`src/rtl/cmp_window_monitor.sv`:
```
// cmp_window_monitor
//   Consumes one-hot comparator flag triples {gt, eq, lt} through a valid/ready
//   handshake. Samples are grouped into windows of WIN accepted triples. For each window
//   it tallies each legal outcome and each non-one-hot triple, and tracks the longest run
//   of identical legal outcomes. At the window end it publishes registered totals, a
//   majority code and a one-cycle done pulse.
//
// Ports
//   i_clk, i_rst       clock, asynchronous active-high reset
//   i_ena              block enable; low holds state and blocks acceptance
//   i_clear            synchronous clear of all state and results
//   i_in_valid         flag triple present
//   o_in_ready         triple can be accepted this cycle (depends on state and i_ena only)
//   i_gt, i_eq, i_lt   comparator flags
//   o_res_gt/eq/lt     tallies of the last completed window
//   o_res_err          non-one-hot triples in the last completed window
//   o_res_major        00 none/tie, 01 gt, 10 eq, 11 lt
//   o_res_streak       longest run of identical legal outcomes in the last window
//   o_win_done         one-cycle pulse when results update
module cmp_window_monitor #(
  parameter int unsigned WIN   = 16,
  parameter int unsigned CNT_W = 8
) (
  input  logic             i_clk,
  input  logic             i_rst,
  input  logic             i_ena,
  input  logic             i_clear,
  input  logic             i_in_valid,
  output logic             o_in_ready,
  input  logic             i_gt,
  input  logic             i_eq,
  input  logic             i_lt,
  output logic [CNT_W-1:0] o_res_gt,
  output logic [CNT_W-1:0] o_res_eq,
  output logic [CNT_W-1:0] o_res_lt,
  output logic [CNT_W-1:0] o_res_err,
  output logic [1:0]       o_res_major,
  output logic [CNT_W-1:0] o_res_streak,
  output logic             o_win_done
);

  localparam logic [1:0] IDLE   = 2'd0;
  localparam logic [1:0] ACCUM  = 2'd1;
  localparam logic [1:0] REPORT = 2'd2;

  // Outcome codes share the encoding of o_res_major; 00 marks an illegal triple.
  localparam logic [1:0] CODE_NONE = 2'b00;
  localparam logic [1:0] CODE_GT   = 2'b01;
  localparam logic [1:0] CODE_EQ   = 2'b10;
  localparam logic [1:0] CODE_LT   = 2'b11;

  logic [1:0]       r_state;
  logic [CNT_W-1:0] r_win_cnt;
  logic [CNT_W-1:0] r_gt, r_eq, r_lt, r_err;
  logic [CNT_W-1:0] r_run, r_max_run;
  logic [1:0]       r_prev;
  logic [CNT_W-1:0] r_res_gt, r_res_eq, r_res_lt, r_res_err, r_res_streak;
  logic [1:0]       r_res_major;
  logic             r_win_done;

  logic             w_accept;
  logic [1:0]       w_code;
  logic             w_legal;
  logic             w_last;
  logic [CNT_W-1:0] w_gt_nx, w_eq_nx, w_lt_nx, w_err_nx;
  logic [CNT_W-1:0] w_run_nx, w_max_nx;

  // A code wins only when strictly above both others; any tie at the top reports none.
  function automatic logic [1:0] f_major(input logic [CNT_W-1:0] g,
                                         input logic [CNT_W-1:0] e,
                                         input logic [CNT_W-1:0] l);
    logic [1:0] m;
    m = CODE_NONE;
    if (g > e && g > l) m = CODE_GT;
    else if (e > g && e > l) m = CODE_EQ;
    else if (l > g && l > e) m = CODE_LT;
    return m;
  endfunction

  assign o_in_ready = (r_state == ACCUM) && i_ena;
  assign w_accept   = i_in_valid && o_in_ready;
  assign w_last     = (r_win_cnt == CNT_W'(WIN - 1));

  always_comb begin
    w_code = CODE_NONE;
    case ({i_gt, i_eq, i_lt})
      3'b100:  w_code = CODE_GT;
      3'b010:  w_code = CODE_EQ;
      3'b001:  w_code = CODE_LT;
      default: w_code = CODE_NONE;
    endcase
  end

  assign w_legal = (w_code != CODE_NONE);

  // Working values including the sample currently offered; used for both the
  // running update and the final-sample result capture.
  always_comb begin
    w_gt_nx  = r_gt + CNT_W'(w_code == CODE_GT);
    w_eq_nx  = r_eq + CNT_W'(w_code == CODE_EQ);
    w_lt_nx  = r_lt + CNT_W'(w_code == CODE_LT);
    w_err_nx = r_err + CNT_W'(!w_legal);
    // r_prev is CODE_NONE after an illegal sample or window start, so it never matches.
    if (!w_legal) w_run_nx = '0;
    else if (w_code == r_prev) w_run_nx = r_run + CNT_W'(1);
    else w_run_nx = CNT_W'(1);
    w_max_nx = (w_run_nx > r_max_run) ? w_run_nx : r_max_run;
  end

  always_ff @(posedge i_clk or posedge i_rst) begin
    if (i_rst) begin
      r_state      <= IDLE;
      r_win_cnt    <= '0;
      r_gt         <= '0;
      r_eq         <= '0;
      r_lt         <= '0;
      r_err        <= '0;
      r_run        <= '0;
      r_max_run    <= '0;
      r_prev       <= CODE_NONE;
      r_res_gt     <= '0;
      r_res_eq     <= '0;
      r_res_lt     <= '0;
      r_res_err    <= '0;
      r_res_streak <= '0;
      r_res_major  <= CODE_NONE;
      r_win_done   <= 1'b0;
    end else if (i_clear) begin
      r_state      <= IDLE;
      r_win_cnt    <= '0;
      r_gt         <= '0;
      r_eq         <= '0;
      r_lt         <= '0;
      r_err        <= '0;
      r_run        <= '0;
      r_max_run    <= '0;
      r_prev       <= CODE_NONE;
      r_res_gt     <= '0;
      r_res_eq     <= '0;
      r_res_lt     <= '0;
      r_res_err    <= '0;
      r_res_streak <= '0;
      r_res_major  <= CODE_NONE;
      r_win_done   <= 1'b0;
    end else begin
      r_win_done <= 1'b0;
      case (r_state)
        IDLE: begin
          if (i_ena) r_state <= ACCUM;
        end
        ACCUM: begin
          if (w_accept) begin
            r_win_cnt <= r_win_cnt + CNT_W'(1);
            r_gt      <= w_gt_nx;
            r_eq      <= w_eq_nx;
            r_lt      <= w_lt_nx;
            r_err     <= w_err_nx;
            r_run     <= w_run_nx;
            r_max_run <= w_max_nx;
            r_prev    <= w_code;
            if (w_last) begin
              r_res_gt     <= w_gt_nx;
              r_res_eq     <= w_eq_nx;
              r_res_lt     <= w_lt_nx;
              r_res_err    <= w_err_nx;
              r_res_streak <= w_max_nx;
              r_res_major  <= f_major(w_gt_nx, w_eq_nx, w_lt_nx);
              r_win_done   <= 1'b1;
              r_state      <= REPORT;
            end
          end
        end
        REPORT: begin
          r_win_cnt <= '0;
          r_gt      <= '0;
          r_eq      <= '0;
          r_lt      <= '0;
          r_err     <= '0;
          r_run     <= '0;
          r_max_run <= '0;
          r_prev    <= CODE_NONE;
          r_state   <= i_ena ? ACCUM : IDLE;
        end
        default: r_state <= IDLE;
      endcase
    end
  end

  assign o_res_gt     = r_res_gt;
  assign o_res_eq     = r_res_eq;
  assign o_res_lt     = r_res_lt;
  assign o_res_err    = r_res_err;
  assign o_res_streak = r_res_streak;
  assign o_res_major  = r_res_major;
  assign o_win_done   = r_win_done;

endmodule

```
`config.mk`:
```
export PLATFORM = sky130hd
export DESIGN_NAME = cmp_window_monitor
export DESIGN_NICKNAME = d
export VERILOG_FILES = /design/src/rtl/cmp_window_monitor.sv
export SDC_FILE = /design/constraint.sdc
export NUM_CORES = 1
export LEC_CHECK = 0
export CORE_UTILIZATION = 60
export DETAILED_ROUTE_END_ITERATION = 6
export DONT_BUFFER_PORTS = 1
export PLACE_DENSITY_LB_ADDON = 0.15
export SYNTH_ARGS = -nofsm -noshare
export SYNTH_HDL_FRONTEND = slang
export SYNTH_SLANG_ARGS = --single-unit
```
`constraint.sdc`:
```
create_clock -name i_clk -period 5.2 [get_ports i_clk]
set_input_delay 1.04 -clock i_clk [delete_from_list [all_inputs] [get_ports i_clk]]
set_output_delay 1.04 -clock i_clk [all_outputs]
set_load 0.01 [all_outputs]
```
==> run_1/power_grid.png <==
The bar under the picture is 20 um long. Pins as bars on the die edge. Tap cells in grey.
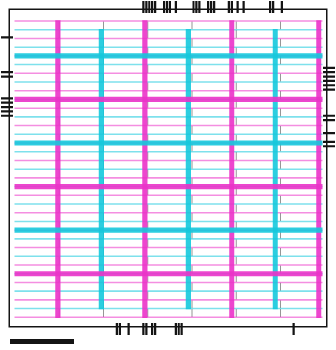
[VSS] magenta
[VDD] cyan
met5 straps: 6
met1 rails: 35
met4 straps: 7
tap cells: 108
core region area: 8890 sq um
Worst IR Drop VDD: 0.000169 V
vertical die dimension: 98.6 um

==> run_1/placement_by_type.png <==
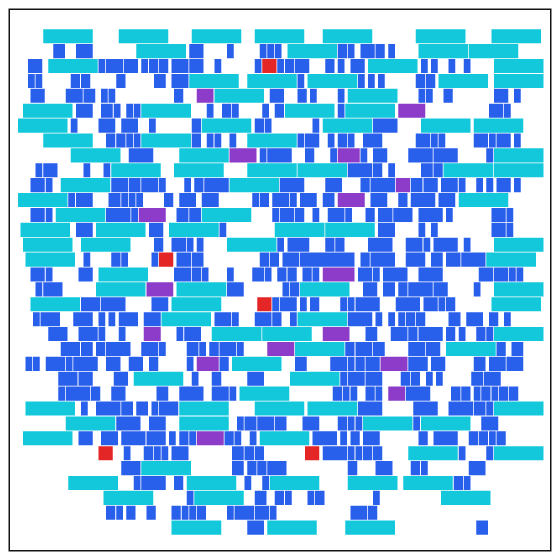
[other buffers and delay cells] red | cells: 5 | share of their area: 0.65%
[clock drivers and dummy loads] purple | cells: 16 | share of their area: 3.4%
[combinational and other logic] blue | cells: 473 | share of their area: 51%
[flops] cyan | cells: 103 | share of their area: 45%
site row count: 34
share of the core filled with cells in the final layout: 0.662
final instance area: 5880 sq um

==> results.rst, run 1 <==
Flow metrics
------------

.. list-table::
   :header-rows: 1

   * - Metric
     - Value
   * - Top post-synthesis cells by area
     - sky130_fd_sc_hd__dfrtp_1 46%, sky130_fd_sc_hd__ha_1 8.5%, sky130_fd_sc_hd__nand2_1 5.2%
   * - First-pass detailed-route iteration total
     - 4
   * - Initial Util
     - 0.630
   * - Capture point of the worst path
     - r_max_run[2]$_DFFE_PP0P_
   * - Final nets
     - 638
   * - Bufs on Longest Clock Path
     - 2
   * - Routability-driven placement congestion ratio
     - just under 0.9
   * - Area growth from synthesis to final layout
     - 5.02%
   * - Critical Path Stages
     - 12
   * - Top cell family by delay on the critical path
     - AND-OR/OR-AND gates
   * - Synth Seq Share
     - 0.460
   * - Dominant cell by count in the synthesized netlist
     - sky130_fd_sc_hd__dfrtp_1
   * - Synth async-reset ratio
     - 1.00
   * - Post-Synth Adder-Cell Area
     - 0.0884
   * - Post-CTS Hold Buffers
     - 0
   * - Leakage component of the power
     - 2.68 nW
   * - Wire length of the first global-routing pass
     - 21200 um
   * - Combined flip-flop and latch cell area
     - 2580 sq um
   * - Flip-flop cell with the highest count after synthesis
     - sky130_fd_sc_hd__dfrtp_1
   * - Post-DRT Antenna Nets
     - 0
   * - Critical Path Source
     - i_lt
   * - Number of cells upsized or downsized after cts
     - 0
   * - Launching element type of the critical path
     - input port
   * - Share of post-route cells with drive strength above 1
     - 0.0519
   * - Pwr Density
     - 235 nW/um^2
   * - Ys Warns
     - 0
   * - Kind of end point of the critical path
     - flop
   * - Data arrival time at the worst-slack endpoint
     - 3.88 ns
   * - Die Width
     - 98.6 um
   * - Reg-to-reg slack, setup
     - 1.84 ns
   * - Setup Fix Bufs, Post-CTS
     - 0
   * - # port buffers
     - 0
   * - Share of the clock period used by the worst path
     - 0.700
   * - Maximum fanout count along the critical path
     - 7
   * - Critical path type
     - in -> reg
   * - Total tool warning count
     - 27
   * - Mux frac, synth
     - 0.0268
   * - Count of fill cells added during filler insertion
     - 708
   * - Max-Cap Viols
     - 0
   * - Comb. cell area
     - 2840 sq um
   * - Via-per-instance ratio
     - 6.12
   * - Combined area of all synthesized cells
     - ~5600 sq um
   * - Worst Tran Pin Value
     - roughly 1.2 ns
   * - Sink Count
     - 103
   * - Remaining design rule violation count
     - 0
   * - Period minus WS final
     - 3.64 ns
   * - Antenna diode instance count
     - 0
   * - Required arrival time at the worst endpoint
     - 5.44 ns
   * - Clock root cell
     - sky130_fd_sc_hd__clkbuf_8
   * - Global route total overflow
     - 0
   * - Outcome
     - complete, no violations
   * - Reg-to-reg endpoint
     - r_max_run[2]$_DFFE_PP0P_
   * - Xor/xnor cell area share of the yosys netlist
     - 0.0690
   * - Number of cells on the worst reg-to-reg path
     - 11
   * - Compound Share, Synth
     - 0.152
   * - Number of global-route vias before repair
     - 4309
   * - H-tree depth
     - 3
   * - Largest net degree at the start of global routing
     - about 76
   * - Flip-flops with a built-in enable
     - 0
   * - Setup TNS Final
     - 0 ns
   * - Critical path's largest stage delay
     - 0.76 ns
   * - Max Clk Rate
     - 275 MHz
   * - Type of the tightest min-delay check
     - reg -> reg
   * - Yosys cell count
     - 601
   * - Series of cell instances along the critical path
     - nand2b_1, mux2i_1, a31oi_1, nor2b_1, ha_1, nor2b_1, o21a_1, o21a_1, o21bai_1, a211oi_1, mux2i_1, nor2_1
   * - Count of endpoints failing hold in the final timing report
     - 0
   * - Syn avg cell area
     - 9.32 sq um
   * - Dominant logic cell types in the final layout
     - 103 x sky130_fd_sc_hd__dfrtp_1, 78 x sky130_fd_sc_hd__nand2_1, 73 x sky130_fd_sc_hd__nor2_1, 41 x sky130_fd_sc_hd__o21ai_0, 38 x sky130_fd_sc_hd__ha_1
   * - Floorplan net count
     - 647
   * - Final setup violation count
     - 0
   * - HPWL Detailed
     - around 8800 um
   * - Origin of the critical flop-to-flop path
     - r_prev[0]$_DFFE_PP0P_
   * - Commonest cells in the netlist
     - 103 x sky130_fd_sc_hd__dfrtp_1, 78 x sky130_fd_sc_hd__nand2_1, 74 x sky130_fd_sc_hd__nor2_1
   * - Library cell with the largest summed area after synthesis
     - sky130_fd_sc_hd__dfrtp_1
   * - Initial antenna violation count
     - 0
   * - Chip area
     - 9730 sq um
   * - IO Pins
     - between 50 and 60
   * - Top logic cell by instance count in the layout
     - sky130_fd_sc_hd__dfrtp_1
   * - Worst max-slew margin expressed relative to the limit
     - 0.233
   * - Total via count in the routed design
     - 4313
   * - Post-synth top area share
     - 0.460
   * - Number of stages on the worst hold path
     - 1
   * - Post-Synthesis Cells
     - 601
   * - Count of routing violations after the opening detailed-route iteration
     - about 250
   * - Master of the slowest instance on the critical path
     - sky130_fd_sc_hd__a211oi_1
   * - Number of buffer and inverter stages on the critical path
     - 0
   * - Max Transition Viols Final
     - 0
   * - Max Clock Skew
     - 0.0100 ns
   * - Post-synthesis share of cell area spent on and, or, nand and nor gates
     - 0.169
   * - RSZ-0062 raised after global routing
     - no
   * - Prevailing logic family in the synthesized netlist
     - simple AND/OR/NAND/NOR gates
   * - CTS clock-pin slew for the worst setup and hold paths
     - 0.11 ns
   * - Hold endpoint
     - r_win_cnt[7]$_DFFE_PP0P_
   * - Yosys stat area
     - 5600 sq um
   * - Cts bufs inserted
     - 9
   * - Flops after synth
     - 103
   * - Hold wc startpoint
     - r_win_cnt[7]$_DFFE_PP0P_
   * - Yosys cell types
     - ~45
   * - TritonCTS clock tree
     - built
==> run_1/clk_routes.png <==
The bar under the picture is 20 um long.
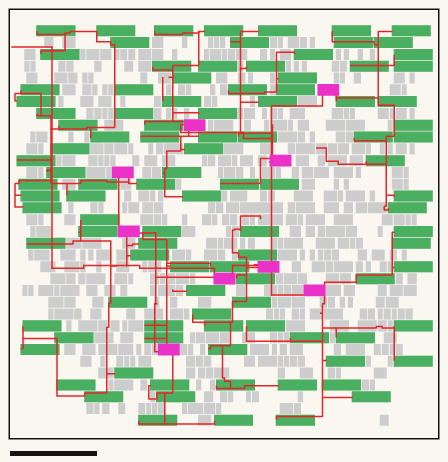
[clock wires] red | length: 1220 um
[clock drivers] magenta | count: 9
[flip-flops] green | count: 103
flops lie: widely spread
routed clock nets: 10
clock network power share: 0.369
insertion delay at the late pin of the worst-skew pair: 0.38 ns

==> run_1/wires.png <==
The bar under the picture is 20 um long. Two of the layers only.
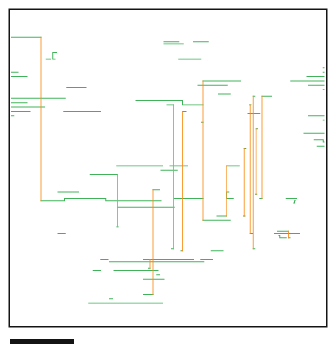
[metal 4] orange | wire length: 413 um
[metal 3] green | wire length: 453 um
post-detailed-route wirelength per cell: 17.7 um
total wire length after detailed routing: 12500 um
GRT Resource Usage Total: 0.280

-- run 1: sequential cells by signal (all words and copies together), names as in the netlist --
signal and cells:
r_gt 8, o_res_major 2, r_state 2, o_res_streak 8, r_lt 8, r_max_run 8, r_eq 8, r_prev 2
r_run 8, o_res_eq 8, o_res_gt 8, r_err 8, r_win_cnt 8, o_win_done 1, o_res_lt 8, o_res_err 8
-- run 1: layout make-up --
class / instances / share of cell area
clock buffers: 9 / 0.0211
inverters: 26 / 0.0170
clock inverters: 7 / 0.0123
flip-flops and latches: 103 / 0.438
multi-input cells: 447 / 0.482
repair buffers: 5 / 0.00638
well taps: 108 / 0.0230
-- run 1: through the flow --
| step | hold WS (ns) | instance area, sq um | total power, mW | cells | worst slack, ns |
|---|---|---|---|---|---|
| after floorplan | 0.452 | 5600 | 0.873 | 601 | 1.33 |
| after global placement | 0.472 | 5690 | 0.886 | 689 | 1.36 |
| after detailed placement | 0.475 | 5690 | 0.888 | 689 | 1.16 |
| after CTS | 0.495 | 5880 | 1.39 | 705 | 1.55 |
| after global routing | 0.519 | 5880 | 1.42 | 705 | 1.21 |
| final | 0.499 | 5880 | 1.38 | 705 | 1.56 |
-- run 1: per-layer routing --
layer	GRT usage	routed length (um)	vias to the layer above
li1	-	-	2070
met1	0.352	5430	2095
met2	0.479	6210	116
met3	0.0411	452	32
met4	0.129	413	0
met5	0	0	-
-- run 1: worst reg2reg max path: cells and delay by family (launching register included) --
family	cells	cell delay, ns
simple gates	3	0.37
mux	2	0.44
fa+ha+maj	1	0.34
flops	1	0.46
compound gates	5	1.60
-- run 1: where the power goes --
part           internal (mW)  switching, mW
Clock                  0.190          0.318
Sequential             0.802        0.00176
Combinational         0.0185         0.0488
Total                   1.01          0.369
==> run 2: changes to the inputs <==
Clock period 5.2 ns to 3.44 ns, I/O delays scaled along.
==> run_2/clk_routes.png <==
The bar under the picture is 20 um long.
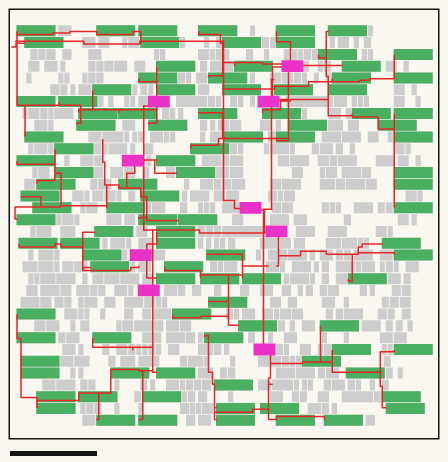
[flip-flops] green | count: 103
[clock wires] red | length: 1190 um
[clock drivers] magenta | count: 9
flops lie: widely spread
routed clock nets: 10
clock network power share: 0.375
insertion delay at the late pin of the worst-skew pair: 0.37 ns
Max Clock Skew: 0.0205 ns
power drawn by the clock network: 0.794 mW

==> run_2/placement_by_type.png <==
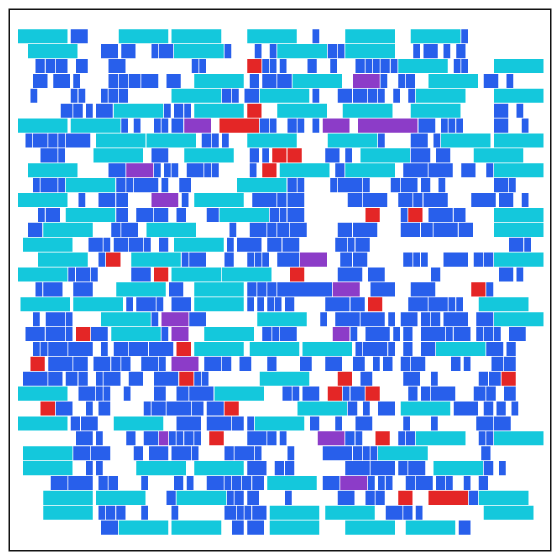
[flops] cyan | cells: 103 | share of their area: 43%
[combinational and other logic] blue | cells: 473 | share of their area: 49%
[clock drivers and dummy loads] purple | cells: 15 | share of their area: 3.4%
[other buffers and delay cells] red | cells: 27 | share of their area: 3.8%
sequential fraction of total cell area: 0.423
share of the core filled with cells in the final layout: 0.685

==> run_2/wires.png <==
The bar under the picture is 20 um long. Two of the layers only.
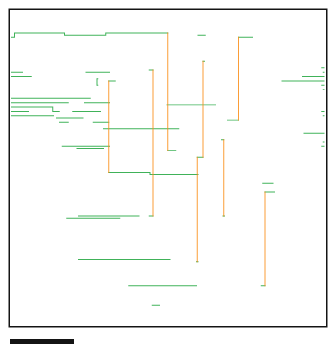
[metal 3] green | wire length: 415 um
[metal 4] orange | wire length: 252 um
total via count in the routed design: 4369
post-detailed-route wirelength per cell: 17.9 um
total wire length after detailed routing: 13000 um
GRT Resource Usage Total: 0.289

==> results.rst, run 2 <==
Flow metrics
------------

.. list-table::
   :header-rows: 1

   * - Metric
     - Value
   * - Outcome
     - complete, no violations
   * - Detailed route wirelength on metal2
     - around 6700 um
   * - Worst Tran Pin Value
     - about 1.1 ns
   * - Sequential power
     - between 1 and 1.5 mW
   * - Yosys stat area
     - 5600 sq um
   * - Leakage component of the power
     - 2.80 nW
   * - Dominant cell by count in the synthesized netlist
     - sky130_fd_sc_hd__dfrtp_1
   * - Number of cells upsized or downsized after cts
     - 0
   * - Sink Count
     - 103
   * - IO Pins
     - 52
   * - Synth Seq Share
     - 0.460
   * - Uppermost signal routing layer after detailed routing
     - met4
   * - Initial Util
     - 0.630
   * - Clock root cell
     - sky130_fd_sc_hd__clkbuf_8
   * - Ys Warns
     - 0
   * - Die Width
     - between 90 and 100 um
   * - Flip-flops with a built-in enable
     - 0
   * - Max Transition Viols Final
     - 0
   * - Via-per-instance ratio
     - 6.02
   * - Share of the clock period used by the worst path
     - 0.923
   * - Routability-driven placement congestion ratio
     - 0.885
   * - Setup TNS Final
     - 0 ns
   * - Master of the slowest instance on the critical path
     - sky130_fd_sc_hd__a211oi_1
   * - Top post-synthesis cells by area
     - sky130_fd_sc_hd__dfrtp_1 46%, sky130_fd_sc_hd__ha_1 8.5%, sky130_fd_sc_hd__nand2_1 5.2%
   * - Post-DRT Antenna Nets
     - 0
   * - Busiest layer in global routing
     - met2
   * - Remaining design rule violation count
     - 0
   * - Maximum fanout count along the critical path
     - 7
   * - Series of cell instances along the critical path
     - nand2b_1, nor2_1, ha_1, ha_1, xor2_1, inv_1, ha_1, o211ai_1, a21oi_1, a211oi_1, nor2_1, o211a_1, o31a_1
   * - Critical path type
     - in -> reg
   * - Top logic cell by instance count in the layout
     - sky130_fd_sc_hd__dfrtp_1
   * - Largest power group
     - registers
   * - Fin Hold WS
     - between 0.3 and 0.4 ns
   * - Switching part of the total power
     - 0.235
   * - Setup Fix Bufs, Post-CTS
     - 0
   * - Share of post-route cells with drive strength above 1
     - 0.0890
   * - Kind of end point of the critical path
     - flop
   * - Required arrival time at the worst endpoint
     - 3.69 ns
   * - Count of fill cells added during filler insertion
     - 692
   * - Met3 routed wirelength
     - 415 um
   * - DRT met1 WL
     - 5620 um
   * - Top cell family by delay on the critical path
     - AND-OR/OR-AND gates
   * - Vertical die dimension
     - 98.6 um
   * - TritonCTS clock tree
     - built
   * - Floorplan net count
     - 647
   * - Max-Cap Viols
     - 0
   * - Final worst-path setup slack
     - 0.266 ns
   * - Final instance area
     - 6090 sq um
   * - Flip-flop cell with the highest count after synthesis
     - sky130_fd_sc_hd__dfrtp_1
   * - Layout Cells excl Fill
     - just over 700
   * - Origin of the critical flop-to-flop path
     - r_prev[1]$_DFFE_PP0P_
   * - Syn avg cell area
     - approximately 9.3 sq um
   * - Count of routing violations after the opening detailed-route iteration
     - ~280
   * - Dpl cell area
     - just under 6000 sq um
   * - Cell total after placement
     - 711
   * - Number of global-route vias before repair
     - 4371
   * - Hold wc startpoint
     - i_clear
   * - Global-route track usage on met1
     - 0.360
   * - Logic power comb
     - about 0.11 mW
   * - Met3 layer usage reported by global route
     - 0.0369
   * - Flop pwr share
     - 0.575
   * - Max Clk Rate
     - 315 MHz
   * - Period minus WS final
     - 3.17 ns
   * - Combined area of all synthesized cells
     - 5600 sq um
   * - Chip area
     - 9730 sq um
   * - Critical path's largest stage delay
     - 0.34 ns
   * - Yosys cell types
     - 45
   * - CTS clock-pin slew for the worst setup and hold paths
     - 0.11 ns
   * - Worst IR Drop VDD
     - between 0.0002 and 0.00025 V
   * - HPWL Detailed
     - 9300 um
   * - Wire length of the first global-routing pass
     - 21800 um
   * - # port buffers
     - 0
   * - Pwr Density
     - 347 nW/um^2
   * - Critical Path Source
     - i_lt
   * - Antenna diode instance count
     - 0
   * - Total tool warning count
     - 27
   * - Library cell with the largest summed area after synthesis
     - sky130_fd_sc_hd__dfrtp_1
   * - Switching pwr
     - 0.496 mW
   * - Largest net degree at the start of global routing
     - 78
   * - Bufs on Longest Clock Path
     - 2
   * - Post-placement worst setup slack
     - -0.0809 ns
   * - Launching element type of the critical path
     - input port
   * - Type of the tightest min-delay check
     - in -> reg
   * - Int Pwr
     - 1.62 mW
   * - Part of the total power dissipated in combinational logic
     - 0.050
   * - Core region area
     - between 8000 and 9000 sq um
   * - RSZ-0062 raised after global routing
     - no
run 2: cell count changes in the layout (fill, tap and decap cells not counted), sizes merged:
cell	change
clkinv	+1
inv	-4
clkbuf	+2
clkinvlp	-1
bufinv	+1
buf	+22
run 2: cells by family after synthesis:
group | after synthesis | synth area share
AND/OR/NAND/NOR | 216 | 0.169
AND-OR/OR-AND | 134 | 0.152
flip-flops | 103 | 0.460
buffers and inverters | 51 | 0.0342
XOR/XNOR | 42 | 0.0690
adder cells (fa/ha/maj) | 40 | 0.0884
multiplexers | 15 | 0.0268
run 2: per-stage QoR:
step,power [mW],util
2_1_floorplan,1.32,-
3_3_place_gp,1.34,0.662
3_5_place_dp,1.35,0.662
4_1_cts,2.12,0.685
5_1_grt,2.18,0.685
6_report,2.11,0.685
run 2: final timing paths:
check / end / slack [ns] / cells after the start
max: o_res_major[0]$_DFFE_PP0P_ / 0.27 / 13
min: o_res_gt[0]$_DFFE_PP0P_ / 0.36 / 1
max reg2reg: r_max_run[3]$_DFFE_PP0P_ / 0.34 / 12
min reg2reg: r_eq[0]$_DFFE_PP0P_ / 0.51 / 2
max in group asynchronous: o_res_gt[5]$_DFFE_PP0P_ / 2.38 / 2
min in group asynchronous: o_res_eq[7]$_DFFE_PP0P_ / 0.40 / 1
run 2: layout make-up:
class | instances | area (sq um) | share of cell area
tap | 108 | 135 | 0.0222
multi-input combinational | 447 | 2850 | 0.468
sequential | 103 | 2580 | 0.423
timing repair buffer | 27 | 228 | 0.0374
clock buffer | 11 | 151 | 0.0248
clock inverter | 4 | 52.6 | 0.00862
inverter | 26 | 100 | 0.0164
==> run 3: changes to the inputs <==
Settings changed: CORE_UTILIZATION 60 to 58.
Clock period 3.44 ns to 2.6 ns, I/O delays scaled along.
==> run_3/wires.png <==
The bar under the picture is 20 um long. Two of the layers only.
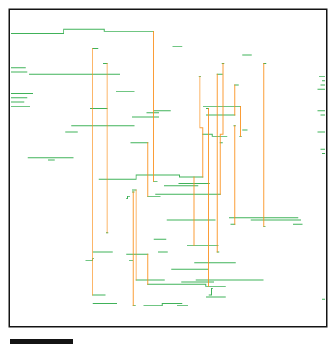
[metal 3] green | wire length: 537 um
[metal 4] orange | wire length: 583 um
total via count in the routed design: 4897
total wire length after detailed routing: 15900 um
GRT Resource Usage Total: 0.302

==> run_3/clocks.png <==
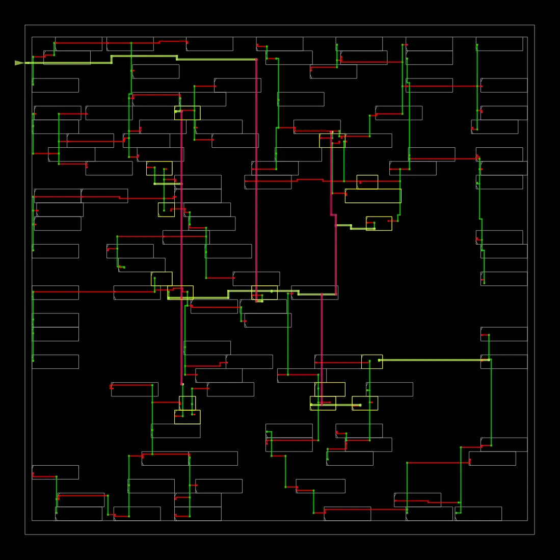
sequential cell count: 103
# clk buffers: 9
insertion delay at the late pin of the worst-skew pair: 0.39 ns
Max Clock Skew: 0.0113 ns

==> run_3/placement_by_type.png <==
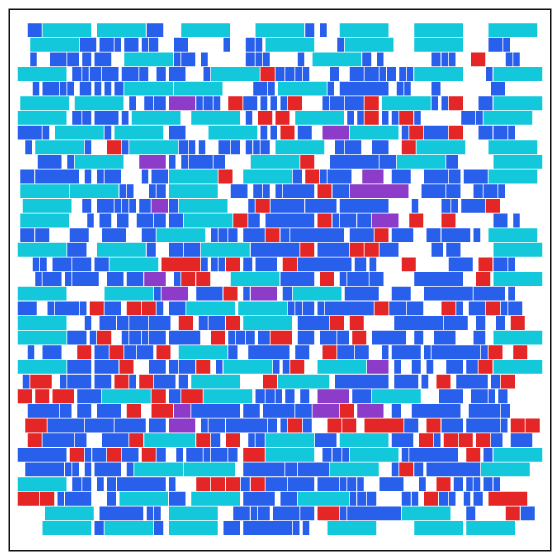
[combinational and other logic] blue | cells: 473 | share of their area: 50%
[clock drivers and dummy loads] purple | cells: 16 | share of their area: 3.0%
[other buffers and delay cells] red | cells: 112 | share of their area: 12%
[flops] cyan | cells: 103 | share of their area: 35%
sequential fraction of total cell area: 0.342
core region area: 9280 sq um
site row count: 35
final instance area: 7550 sq um
share of the core filled with cells in the final layout: 0.813

==> results.rst, run 3 <==
Flow metrics
------------

.. list-table::
   :header-rows: 1

   * - Metric
     - Value
   * - Sink Count
     - 103
   * - Die Width
     - 100 um
   * - Failing checks
     - setup timing
   * - Series of cell instances along the critical path
     - buf_6, mux2i_2, a21oi_2, a21oi_2, inv_1, ha_2, nor2b_4, o21a_1, o21a_1, o21bai_4, buf_6, a211oi_4, buf_6, mux2i_1, nor2_1
   * - Data arrival time at the worst-slack endpoint
     - 3.03 ns
   * - Part of the total power dissipated in combinational logic
     - 0.069
   * - Switching pwr
     - 0.778 mW
   * - Clock-cell share
     - 0.0293
   * - Cts bufs inserted
     - 9
   * - Fraction of standard cell area in multi-input logic
     - 0.473
   * - Final setup violation count
     - 16
   * - Top cell category
     - multi-input combinational cells
   * - Leakage component of the power
     - between 3 and 4 nW
   * - Yosys stat area
     - between 5000 and 6000 sq um
   * - Maximum fanout count along the critical path
     - 5
   * - Max Transition Viols Final
     - 0
   * - Wire length of the first global-routing pass
     - 23400 um
   * - Dpl cell area
     - 6520 sq um
   * - # port buffers
     - 0
   * - Post-detailed-route wirelength per cell
     - 19.1 um
   * - Synth Seq Share
     - 0.460
   * - Switching part of the total power
     - 0.264
   * - RSZ-0062 raised after global routing
     - yes
   * - First-pass detailed-route iteration total
     - 5
   * - Top logic cell by instance count in the layout
     - sky130_fd_sc_hd__buf_4
   * - Comb. cell area
     - 3570 sq um
   * - Initial Util
     - 0.604
   * - Post-synth top area share
     - 0.460
   * - Critical path type
     - reg -> reg
   * - Global-route track usage on met1
     - 0.359
   * - Synth async-reset ratio
     - 1.00
   * - Top post-synthesis cells by area
     - sky130_fd_sc_hd__dfrtp_1 46%, sky130_fd_sc_hd__ha_1 8.5%, sky130_fd_sc_hd__nand2_1 5.2%
   * - Setup Fix Bufs, Post-CTS
     - 5
   * - Number of non-clock inverters in the layout
     - 26
   * - Count of fill cells added during filler insertion
     - about 550
   * - Detailed route wirelength on metal2
     - 8630 um
   * - Share of the clock period used by the worst path
     - 1.06
   * - Worst Tran Pin Value
     - 0.768 ns
   * - CTS clock-pin slew for the worst setup and hold paths
     - approximately 0.11 ns
   * - Final nets
     - ~750
   * - Master of the slowest instance on the critical path
     - sky130_fd_sc_hd__dfrtp_2
   * - Combined area of all synthesized cells
     - 5600 sq um
   * - Share of post-route cells with drive strength above 1
     - 0.328
   * - DRT met1 WL
     - 6150 um
   * - Flip-flop cell with the highest count after synthesis
     - sky130_fd_sc_hd__dfrtp_1
   * - Kind of end point of the critical path
     - flop
   * - Number of global-route vias before repair
     - 4855
   * - Max-Cap Viols
     - 0
   * - Number of cells on the worst reg-to-reg path
     - 15
   * - Int Pwr
     - 2.16 mW
   * - Critical path's largest stage delay
     - approximately 0.45 ns
   * - HPWL Detailed
     - 10300 um
   * - Launching element type of the critical path
     - flop
   * - Bufs on Longest Clock Path
     - 2
   * - Global route total overflow
     - 0
   * - Met3 routed wirelength
     - approximately 540 um
   * - Yosys cell types
     - 45
   * - IO Pins
     - 52
   * - Fin Hold WS
     - just under 0.09 ns
   * - Antenna diode instance count
     - 0
   * - Clock root cell
     - sky130_fd_sc_hd__clkbuf_8
   * - Clock network power share
     - 0.384
   * - Commonest cells in the netlist
     - 103 x sky130_fd_sc_hd__dfrtp_1, 78 x sky130_fd_sc_hd__nand2_1, 74 x sky130_fd_sc_hd__nor2_1
   * - Area growth from synthesis to final layout
     - 34.7%
   * - M2 GR Usage
     - 0.561
   * - Final worst-path setup slack
     - -0.162 ns
   * - Top cell family by delay on the critical path
     - AND-OR/OR-AND gates
   * - Ys Warns
     - 0
   * - Relative area of non-clock buffer cells in the final design
     - 0.121
   * - Flop pwr share
     - 0.547
   * - Floorplan net count
     - roughly 650
   * - Vertical die dimension
     - 100 um
   * - Largest net degree at the start of global routing
     - 68
   * - Origin of the critical flop-to-flop path
     - r_prev[0]$_DFFE_PP0P_
   * - Count of routing violations after the opening detailed-route iteration
     - 263
   * - Outcome
     - complete, but fails checks
   * - Flops after synth
     - 103
   * - Post-DRT Antenna Nets
     - 0
   * - Total tool warning count
     - 30
   * - Number of logic gates
     - between 400 and 500
   * - Required arrival time at the worst endpoint
     - 2.87 ns
   * - Type of the tightest min-delay check
     - in -> async
   * - H-tree depth
     - 3
   * - Worst max-slew margin expressed relative to the limit
     - 0.487
   * - Reg-to-reg endpoint
     - r_max_run[3]$_DFFE_PP0P_
   * - Initial antenna violation count
     - 0
   * - Flip-flops with a built-in enable
     - 0
   * - Routability-driven placement congestion ratio
     - 0.871
   * - Uppermost signal routing layer after detailed routing
     - met4
run 3: power groups by stage:
stage / clock [mW] / sequential (mW) / combinational, mW
2_1_floorplan: 0 / 1.64 / 0.114
3_3_place_gp: 0 / 1.64 / 0.162
3_5_place_dp: 0 / 1.64 / 0.166
4_1_cts: 1.14 / 1.61 / 0.174
5_1_grt: 1.20 / 1.61 / 0.221
6_report: 1.13 / 1.61 / 0.202
run 3: metrics by stage:
stage          setup TNS (ns)   util  instances
2_1_floorplan           -1.18      -        601
3_3_place_gp            -3.55  0.702        800
3_5_place_dp            -4.37  0.702        800
4_1_cts                -0.163  0.746        821
5_1_grt                 -2.03  0.813        833
6_report                -1.11  0.813        833
run 3: how the worst max path moves through the flow:
stage | slack, ns | to | depth (start not counted) | start
after floorplan | -0.39 | o_res_major[0]$_DFFE_PP0P_ | 13 | i_gt
after CTS | -0.05 | r_max_run[3]$_DFFE_PP0P_ | 14 | r_run[1]$_DFFE_PP0P_
after global routing | -0.18 | r_max_run[3]$_DFFE_PP0P_ | 15 | r_prev[0]$_DFFE_PP0P_
after detailed placement | -0.53 | o_res_major[1]$_DFFE_PP0P_ | 12 | i_lt
after global placement | -0.46 | o_res_major[1]$_DFFE_PP0P_ | 12 | i_lt
final | -0.16 | r_max_run[3]$_DFFE_PP0P_ | 15 | r_prev[0]$_DFFE_PP0P_
run 3: kinds of logic (layout without fill, tap and decap cells):
logic type,count (synthesis),after routing,synth area share
XOR/XNOR,42,42,0.0690
flip-flops,103,103,0.460
multiplexers,15,15,0.0268
adder cells (fa/ha/maj),40,40,0.0884
AND-OR/OR-AND,134,134,0.152
buffers and inverters,51,154,0.0342
AND/OR/NAND/NOR,216,216,0.169
Power figures rest on the tool's default switching activity, not on a simulated workload.
